Figure 1. Cells colored by class.
Fill, decap, tap and diode cells in gray.
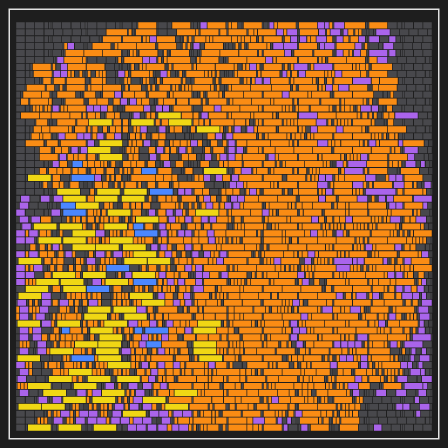
Figure 2. Cell outlines without signal wires.
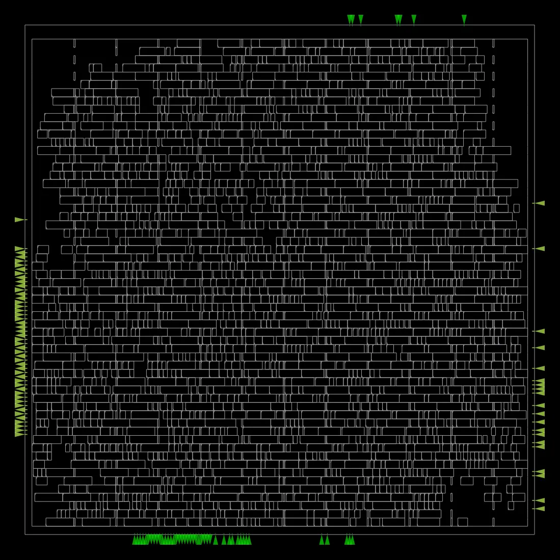
Figure 3. Routed metal per tile.
Scale bar: 50 um. The die is cut into 34 by 34 equal tiles; black is low, pale yellow is high, scaled to the fullest tile. Values are wire area over tile area, all layers added.
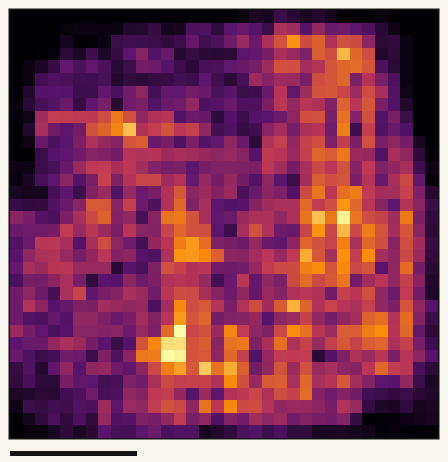
Figure 4. Where the registers sit.
Other sequential cells in the stronger gray, the rest of the logic in the fainter gray.
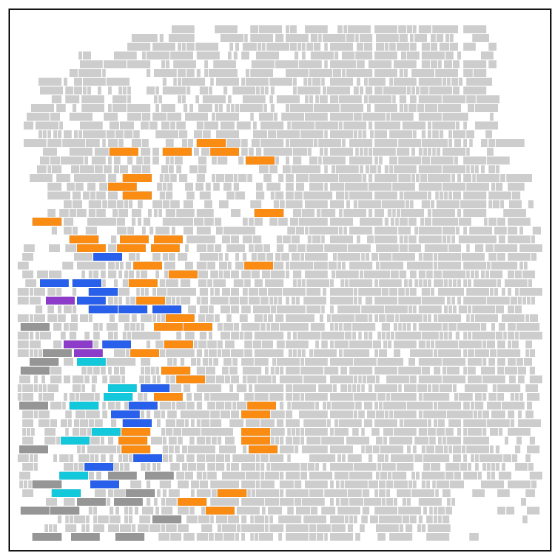
Figure 5. Zoomed window.
Scale bar: 20 um. Region (17, 17) to (67, 67) um. Cells in gray, sequential cells in the stronger gray; small squares are vias.
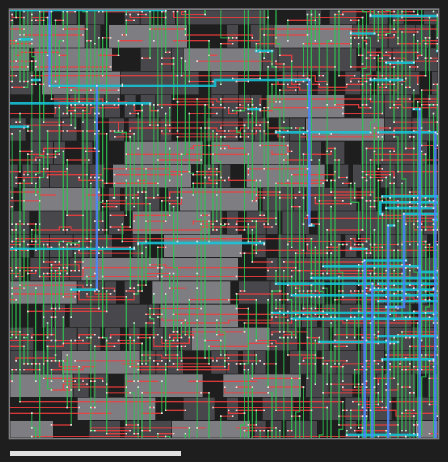
$ cat src/rtl/neuron_mac_stage.sv
// neuron_mac_stage
//   Multiply-accumulate stage for one neuron's weighted sum in Q8.8 fixed
//   point. It accepts a neuron command, then a stream of input/weight pairs.
//   It rounds toward -inf and saturates the sum, issues a one-cycle write
//   pulse to the activation stage, and then waits for that stage's
//   finished-neuron pulse.
//
// Parameters
//   FRAC   fractional bits of inputs, weights, bias and result (Q8.8)
//   ACC_W  signed accumulator width; 40 bits holds 255 Q16.16 products plus
//          the aligned bias without wrapping
//
// Ports
//   clk, rst        clock, asynchronous active-high reset
//   start           neuron command valid (sampled only in IDLE)
//   termCount       number of input/weight pairs (0..255)
//   bias            signed Q8.8 bias
//   destIn, selIn   destination address / activation select, latched on start
//   xVal, wVal      signed Q8.8 input and weight
//   termValid       pair valid
//   termReady       pair accepted when termValid && termReady
//   outVal          saturated Q8.8 sum
//   outDest, actSel latched destination / activation select
//   outWE           one-cycle write pulse to the activation stage
//   actDone         finished-neuron pulse from the activation stage
//   busy            high in every state except IDLE
module neuron_mac_stage #(
  parameter int FRAC  = 8,
  parameter int ACC_W = 40
) (
  input  logic               clk,
  input  logic               rst,
  input  logic               start,
  input  logic [7:0]         termCount,
  input  logic signed [15:0] bias,
  input  logic [15:0]        destIn,
  input  logic [1:0]         selIn,
  input  logic signed [15:0] xVal,
  input  logic signed [15:0] wVal,
  input  logic               termValid,
  output logic               termReady,
  output logic signed [15:0] outVal,
  output logic [15:0]        outDest,
  output logic [1:0]         actSel,
  output logic               outWE,
  input  logic               actDone,
  output logic               busy
);

  typedef enum logic [2:0] {
    IDLE     = 3'd0,
    ACCUM    = 3'd1,
    ROUND    = 3'd2,
    WRITE    = 3'd3,
    WAIT_ACT = 3'd4
  } state_t;

  localparam logic signed [ACC_W-1:0] SAT_MAX = ACC_W'(32767);
  localparam logic signed [ACC_W-1:0] SAT_MIN = -ACC_W'(32768);

  state_t                   state;
  logic signed [ACC_W-1:0]  acc;
  logic [7:0]               remaining;
  logic signed [31:0]       product;

  // Drop the extra FRAC fraction bits of the Q16.16 accumulator with an
  // arithmetic shift (truncation toward -inf), then clamp to the Q8.8 range.
  function automatic logic signed [15:0] round_sat(input logic signed [ACC_W-1:0] a);
    logic signed [ACC_W-1:0] r;
    r = a >>> FRAC;
    if (r > SAT_MAX)
      return 16'sh7fff;
    else if (r < SAT_MIN)
      return -16'sh8000;
    else
      return r[15:0];
  endfunction

  // Full-precision Q8.8 x Q8.8 -> Q16.16 product.
  assign product = xVal * wVal;

  assign termReady = (state == ACCUM);
  assign outWE     = (state == WRITE);
  assign busy      = (state != IDLE);

  always_ff @(posedge clk or posedge rst) begin
    if (rst) begin
      state     <= IDLE;
      acc       <= '0;
      remaining <= '0;
      outVal    <= '0;
      outDest   <= '0;
      actSel    <= '0;
    end else begin
      case (state)
        IDLE: begin
          if (start) begin
            outDest   <= destIn;
            actSel    <= selIn;
            remaining <= termCount;
            // Align the Q8.8 bias to the Q16.16 accumulator.
            acc       <= ACC_W'(bias) <<< FRAC;
            state     <= (termCount == 8'd0) ? ROUND : ACCUM;
          end
        end
        ACCUM: begin
          if (termValid) begin
            acc       <= acc + ACC_W'(product);
            remaining <= remaining - 8'd1;
            if (remaining == 8'd1) state <= ROUND;
          end
        end
        ROUND: begin
          outVal <= round_sat(acc);
          state  <= WRITE;
        end
        WRITE: begin
          state <= WAIT_ACT;
        end
        WAIT_ACT: begin
          // A start that arrives with actDone is dropped: only IDLE samples it.
          if (actDone) state <= IDLE;
        end
        default: begin
          state <= IDLE;
        end
      endcase
    end
  end

endmodule

$ cat config.mk
export PLATFORM = sky130hd
export DESIGN_NAME = neuron_mac_stage
export DESIGN_NICKNAME = d
export VERILOG_FILES = /design/src/rtl/neuron_mac_stage.sv
export SDC_FILE = /design/constraint.sdc
export NUM_CORES = 1
export LEC_CHECK = 0
export CORE_MARGIN = 2
export CORE_UTILIZATION = 60
export CTS_CLUSTER_SIZE = 24
export DETAILED_ROUTE_END_ITERATION = 7
export PLACE_DENSITY = 0.81
export SYNTH_ARGS = -nofsm -noshare
export SYNTH_HDL_FRONTEND = slang
export SYNTH_SLANG_ARGS = --single-unit
$ cat constraint.sdc
create_clock -name clk -period 6.4 [get_ports clk]
set_clock_uncertainty 0.2 [all_clocks]
set_input_delay 0.64 -clock clk [delete_from_list [all_inputs] [get_ports clk]]
set_output_delay 0.64 -clock clk [all_outputs]
set_load 0.01 [all_outputs]
==> out/metrics.cfg <==
[run_status]
status = finished with violations
failed_checks = negative setup slack

[synth]
ys_cells = 1773
synthArstFlopShare_pct = 100
synthesis.nets = 2299
netlist_area_mm2 = 0.0161
ys_warn_count = 0
yosysTopAreaCell = fa_1
edf_count = 0
numSynthFlops = 85

[sta]
slew_viol_final = 0
period_needed_ns = 6.50
finalSetupViolations = 6
finalWorstSetupSlack_ns = -0.103
whs_ns = 0.281

[placement]
dp_hpwl_um = 35100
postPlaceCellArea_mm2 = 0.0191

[clocking]
numCtsBuffers = 9
root_buffer = clkbuf_16
clockBufferDepth = 2

[global_routing]
grt_max_degree = 86
antenna_found_initial = 0

[detailed_routing]
drcViolationCount = 0
drt_iter0_markers = 1204

[critical_path]
reg2regPathDepth = 19
cp_top_family = adder cells
r2r-start = acc[15]

[hold_path]
hp-start = actSel[1]

Back to the opening pictures, Figure 1:
- blue: clock drivers and dummy loads (cells 16)
- purple: remaining buffers and delay cells (cells 379)
- orange: remaining logic cells (cells 1629)
- yellow: sequential cells (cells 85)
Final Util: 78.8%
Seq/total area: 10.3%

Back to the opening pictures, Figure 2:
Seq cells: 85
Fill cells: 1542

Back to the opening pictures, Figure 3:
- tiles over half the peak: 22%
- mean over tiles: 0.29
- emptiest ninth of the die: upper left
- fullest tile: 0.84

Back to the opening pictures, Figure 4:
- purple: `state` (flops 3)
- orange: `acc` (flops 40)
- blue: `outVal` (flops 16)
- cyan: `remaining` (flops 8; where lower left)

Back to the opening pictures, Figure 5:
- cyan: M3
- green: M2
- red: M1
- blue: M4
- sequential cells in the window: 29
- cells with their middle in the window: 236
- netlist names of flops here include: `acc` (8), `outVal` (8), `remaining` (8)
- most frequent: nand2_1 (41), dfrtp_1 (29), o21ai_0 (23)

## through the flow
stage          std cells  TNS (ns)
6_report            2444    -0.277
5_1_grt             2444     -2.18
4_1_cts             2409         0
3_5_place_dp        2365    -20.54
3_3_place_gp        2365    -15.67
2_1_floorplan       1773         0
## cell usage in the layout, fill, tap and decap left out, drive strengths merged, types with 5 or more instances in the layout
| cell type | netlist | final |
|---|---|---|
| nand3 | 11 | 11 |
| o21a | 7 | 7 |
| a21oi | 66 | 66 |
| nand2b | 8 | 8 |
| nand2 | 261 | 261 |
| a2111oi | 5 | 5 |
| and2 | 117 | 117 |
| clkbuf | 53 | 24 |
| a211oi | 8 | 8 |
| clkdlybuf4s50 | 0 | 83 |
| dfrtp | 85 | 85 |
| fa | 330 | 330 |
| xor2 | 18 | 18 |
| nor3 | 15 | 15 |
| nor2 | 63 | 63 |
| a21o | 15 | 15 |
| nand4 | 7 | 7 |
| buf | 6 | 277 |
| nor4 | 6 | 6 |
| xnor2 | 22 | 22 |
| or3 | 5 | 5 |
| o211ai | 7 | 7 |
| inv | 415 | 418 |
| a31oi | 10 | 10 |
| a22o | 5 | 5 |
| o21ai | 62 | 62 |
| ha | 117 | 117 |
## state kept, by name, summed over array words and instances, names as in the netlist
register,flops
acc,40
remaining,8
outVal,16
outDest,16
state,3
actSel,2
## worst max-delay path by stage
stage	slack, ns	startpoint	end
6_report	-0.10	wVal[5]	acc[38]
3_5_place_dp	-0.92	wVal[6]	acc[38]
2_1_floorplan	0.01	wVal[2]	acc[30]
5_1_grt	-0.27	wVal[5]	acc[39]
3_3_place_gp	-0.75	wVal[6]	acc[37]
4_1_cts	0.0009	wVal[1]	acc[37]
## what timing repair did
action,in CTS,in global routing
pin swaps,81,135
setup buffers,22,35
setup endpoints to repair,27,26
gates resized,170,184
cloned,7,1
## cells by family after synthesis
family          Yosys count  synth area share [%]
xor+xnor                 40                  2.17
fa+ha+maj               447                  50.1
simple gates            511                  14.8
flops                    85                  13.2
buf+inv                 474                  11.1
compound gates          213                  8.45
mux                       3                 0.194
## tightest hold or removal path, stage by stage, from the launching register on
cell	delay, ns
dfrtp_1	0.35
nand2_1	0.05
nand2_1	0.06
## cell type report
type                    count  area, um^2
fillers                  1542        5570
inverters                 415        1560
multi-input cells        1214       12900
well taps                 335         419
repair buffers            379        3360
clock buffers               9         225
flip-flops and latches     85        2130
clock inverters             7        88.8
## layer usage
metal	GRT usage, %	share of wire (%)
met5	0	0
met2	58.2	49
met1	46.1	38
met4	13.2	5.1
met3	4.40	7.0
